## src/rtl/hot_track_pkg.sv

```systemverilog
// Shared types for the page-hotness tracker ingress: output-stage states,
// request-filter mode encodings and the mode-match helper.
package hot_track_pkg;

    typedef enum logic [1:0] {
        EMPTY   = 2'd0,
        PRESENT = 2'd1,
        HOLD    = 2'd2
    } out_state_e;

    localparam logic [1:0] MODE_ALL  = 2'd0;
    localparam logic [1:0] MODE_RD   = 2'd1;
    localparam logic [1:0] MODE_WR   = 2'd2;
    localparam logic [1:0] MODE_NONE = 2'd3;

    function automatic logic mode_match(input logic [1:0] mode, input logic is_write);
        case (mode)
            MODE_ALL: mode_match = 1'b1;
            MODE_RD:  mode_match = ~is_write;
            MODE_WR:  mode_match = is_write;
            default:  mode_match = 1'b0;
        endcase
    endfunction

endpackage

```

## src/rtl/hot_addr_fifo.sv

```systemverilog
// Synchronous FIFO for line addresses with registered occupancy and a
// synchronous clear. Writes to a full FIFO and reads of an empty one are ignored.
module hot_addr_fifo #(
    parameter int DEPTH    = 16,
    parameter int PTR_BITS = 4,
    parameter int WIDTH    = 28
) (
    input  logic                clk,
    input  logic                rstn,
    input  logic                clear,
    input  logic                push,
    input  logic [WIDTH-1:0]    din,
    input  logic                pop,
    output logic [WIDTH-1:0]    dout,
    output logic                full,
    output logic                empty,
    output logic [PTR_BITS:0]   level
);

    logic [WIDTH-1:0]    mem [DEPTH];
    logic [PTR_BITS-1:0] wr_ptr;
    logic [PTR_BITS-1:0] rd_ptr;
    logic                wr_en;
    logic                rd_en;

    assign full  = (level == (PTR_BITS+1)'(DEPTH));
    assign empty = (level == '0);
    assign wr_en = push & ~full & ~clear;
    assign rd_en = pop & ~empty & ~clear;
    assign dout  = mem[rd_ptr];

    always_ff @(posedge clk or negedge rstn) begin
        if (!rstn) begin
            wr_ptr <= '0;
            rd_ptr <= '0;
            level  <= '0;
        end else if (clear) begin
            wr_ptr <= '0;
            rd_ptr <= '0;
            level  <= '0;
        end else begin
            if (wr_en) wr_ptr <= wr_ptr + PTR_BITS'(1);
            if (rd_en) rd_ptr <= rd_ptr + PTR_BITS'(1);
            case ({wr_en, rd_en})
                2'b10:   level <= level + (PTR_BITS+1)'(1);
                2'b01:   level <= level - (PTR_BITS+1)'(1);
                default: level <= level;
            endcase
        end
    end

    // NOTE: storage is deliberately not reset; occupancy is tracked by the
    // pointers and level, so stale contents are never observed.
    always_ff @(posedge clk) begin
        if (wr_en) mem[wr_ptr] <= din;
    end

endmodule

```

## src/rtl/hot_addr_ingress.sv

```systemverilog
// Ingress front-end of the page-hotness tracker: filters, samples and dedups
// request line addresses, buffers them and feeds the tracker core with a hold cycle.
module hot_addr_ingress
    import hot_track_pkg::*;
#(
    parameter int IN_ADDR_WIDTH = 52,
    parameter int ADDR_SIZE     = 28,
    parameter int ADDR_LSB      = 6,
    parameter int FIFO_DEPTH    = 16,
    parameter int FIFO_PTR_BITS = 4,
    parameter int SAMPLE_BITS   = 8,
    parameter int STAT_SIZE     = 32
) (
    input  logic                     clk,
    input  logic                     rstn,
    input  logic                     req_valid,
    input  logic [IN_ADDR_WIDTH-1:0] req_addr,
    input  logic                     req_is_write,
    input  logic                     cfg_enable,
    input  logic [1:0]               cfg_mode,
    input  logic [SAMPLE_BITS-1:0]   cfg_sample_period,
    input  logic                     flush,
    output logic [ADDR_SIZE-1:0]     out_addr,
    output logic                     out_addr_valid,
    input  logic                     out_addr_ready,
    output logic [FIFO_PTR_BITS:0]   fifo_level,
    output logic [STAT_SIZE-1:0]     drop_cnt,
    output logic [STAT_SIZE-1:0]     merge_cnt
);

    logic [ADDR_SIZE-1:0]   line;
    logic                   unused_addr_bits;
    logic                   candidate;
    logic                   sampled;
    logic                   dup;
    logic                   enq_req;
    logic                   drop;
    logic                   fifo_full;
    logic                   fifo_empty;
    logic                   pop;
    logic [ADDR_SIZE-1:0]   fifo_head;
    logic [SAMPLE_BITS-1:0] samp_cnt;
    logic [ADDR_SIZE-1:0]   last_line;
    logic                   last_valid;
    out_state_e             state;
    out_state_e             state_nxt;

    assign line             = req_addr[ADDR_LSB +: ADDR_SIZE];
    assign unused_addr_bits = ^{req_addr[IN_ADDR_WIDTH-1:ADDR_LSB+ADDR_SIZE], req_addr[ADDR_LSB-1:0]};

    assign candidate = req_valid & cfg_enable & mode_match(cfg_mode, req_is_write);
    assign sampled   = candidate & (samp_cnt == '0);
    assign dup       = sampled & last_valid & (line == last_line);
    assign enq_req   = sampled & ~dup;
    // Full is judged before this cycle's pop, so a freed slot is not reusable yet.
    assign drop      = enq_req & fifo_full & ~flush;

    hot_addr_fifo #(
        .DEPTH    (FIFO_DEPTH),
        .PTR_BITS (FIFO_PTR_BITS),
        .WIDTH    (ADDR_SIZE)
    ) u_fifo (
        .clk   (clk),
        .rstn  (rstn),
        .clear (flush),
        .push  (enq_req),
        .din   (line),
        .pop   (pop),
        .dout  (fifo_head),
        .full  (fifo_full),
        .empty (fifo_empty),
        .level (fifo_level)
    );

    always_ff @(posedge clk or negedge rstn) begin
        if (!rstn) begin
            samp_cnt   <= '0;
            last_line  <= '0;
            last_valid <= 1'b0;
        end else if (flush) begin
            samp_cnt   <= '0;
            last_valid <= 1'b0;
        end else begin
            if (candidate)
                samp_cnt <= (samp_cnt == cfg_sample_period) ? '0 : samp_cnt + SAMPLE_BITS'(1);
            if (!cfg_enable) begin
                last_valid <= 1'b0;
            end else if (enq_req) begin
                last_line  <= line;
                last_valid <= 1'b1;
            end
        end
    end

    always_ff @(posedge clk or negedge rstn) begin
        if (!rstn) begin
            drop_cnt  <= '0;
            merge_cnt <= '0;
        end else if (flush) begin
            drop_cnt  <= '0;
            merge_cnt <= '0;
        end else begin
            if (drop && drop_cnt != '1)  drop_cnt  <= drop_cnt + STAT_SIZE'(1);
            if (dup && merge_cnt != '1)  merge_cnt <= merge_cnt + STAT_SIZE'(1);
        end
    end

    always_ff @(posedge clk or negedge rstn) begin
        if (!rstn) state <= EMPTY;
        else       state <= state_nxt;
    end

    // NOTE: every combinational output gets a default first so no path infers a latch.
    always_comb begin
        state_nxt = state;
        unique case (state)
            EMPTY:   if (!fifo_empty) state_nxt = PRESENT;
            PRESENT: if (out_addr_ready) state_nxt = HOLD;
            HOLD:    state_nxt = fifo_empty ? EMPTY : PRESENT;
            default: state_nxt = EMPTY;
        endcase
        if (flush) state_nxt = EMPTY;
    end

    always_comb begin
        out_addr_valid = (state == PRESENT);
        pop            = ~flush & ~fifo_empty & ((state == EMPTY) | (state == HOLD));
    end

    // out_addr only moves on the load edge, so it stays put through HOLD and EMPTY.
    always_ff @(posedge clk or negedge rstn) begin
        if (!rstn)    out_addr <= '0;
        else if (pop) out_addr <= fifo_head;
    end

endmodule

```

## config.mk

```make
export PLATFORM = sky130hd
export DESIGN_NAME = hot_addr_ingress
export DESIGN_NICKNAME = d
export VERILOG_FILES = /design/src/rtl/hot_track_pkg.sv /design/src/rtl/hot_addr_fifo.sv /design/src/rtl/hot_addr_ingress.sv
export SDC_FILE = /design/constraint.sdc
export NUM_CORES = 1
export LEC_CHECK = 0
export CELL_PAD_IN_SITES_DETAIL_PLACEMENT = 1
export CELL_PAD_IN_SITES_GLOBAL_PLACEMENT = 2
export CORE_ASPECT_RATIO = 0.8
export CORE_MARGIN = 2
export CORE_UTILIZATION = 47
export CTS_BUF_LIST = sky130_fd_sc_hd__clkbuf_8 sky130_fd_sc_hd__clkbuf_16
export DETAILED_ROUTE_END_ITERATION = 8
export PLACE_DENSITY_LB_ADDON = 0.25
export SLEW_MARGIN = 20
export SYNTH_ARGS = -nofsm -noshare
export SYNTH_HDL_FRONTEND = slang
export SYNTH_SLANG_ARGS = --single-unit
```

## constraint.sdc

```tcl
create_clock -name clk -period 10.3 [get_ports clk]
set_input_delay 3.09 -clock clk [delete_from_list [all_inputs] [get_ports clk]]
set_output_delay 3.09 -clock clk [all_outputs]
set_load 0.03 [all_outputs]
```

Fig. 1: wiring by layer
Scale: 1 px per µm.
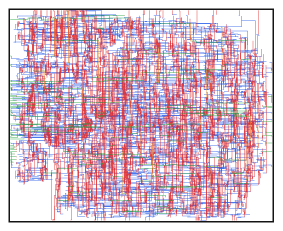
- metal 1: blue (wire length 29.8 mm)
- metal 3: green (wire length 3060 µm)
- metal 2: red (wire length 31.4 mm)
- metal 4: orange (wire length 1120 µm)
vias: 15333
WL/cell: 26.0 µm
Routed WL: 65500 µm
GRT Resource Usage Total: 24.0%

Fig. 2: met3 routing
Scale: 1 px per µm.
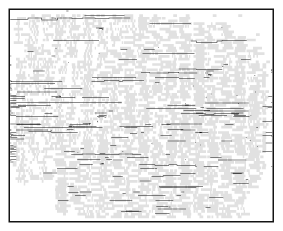
- longest straight run: 111 µm
- nets with wire on the layer: 142

==> CHANGELOG.md <==
### Metrics

* Register Area at around 0.017 mm²
* Fill cells at 4906
* # clock sinks at 592
* Crit path max fanout at 18
* Avg Inst Size Synth at approximately 15 µm²
* Reg2reg end: u_fifo.level[4]
* Clk latency late pin at 630 ps
* Place WS at 2910 ps
* Cell type with the largest total area: edfxtp_1
* Layout cells sized above 1 at 14.5%
* Power share of the sequential group at 44.2%
* Number of synthesized register bits at 592
* Largest power group: sequential cells
* Layout inverter count without the clock tree at 30
* DRT iter0 DRCs at about 1300
* Top post-synthesis cells by area: edfxtp_1 53%, dfrtp_1 14%, mux4_2 5.0%, mux2i_1 4.6%, o221ai_1 2.9%
* Post-CTS sizing at 0
* Worst-path cell chain: clkdlybuf4s50_1 -> xnor2_1 -> nand4_1 -> or4_4 -> nor2_1 -> o21ai_0 -> fa_1 -> nor2b_1 -> o21a_1 -> o21ai_0 -> a2111oi_0 -> a21oi_1 -> nand3_1
* Yosys top cell by instances: edfxtp_1
* Post-synth EDFFs at 448
* Longest Clk Path Bufs at 3
* Die Y-Extent at 211 µm
* Crit share post-route at 66.0%
* Routed wl met3 at 3060 µm
* Die Area at between 0.05 and 0.06 mm²
* Status: complete, no violations
* Top class by area: registers
* M2 GR Usage at 39.3%
* Chip Width at 263 µm
* Most frequent CP cell: o21ai_0
* Crit path time final at 6790 ps
No activity file was given, so power comes from the tool's default toggle rates.
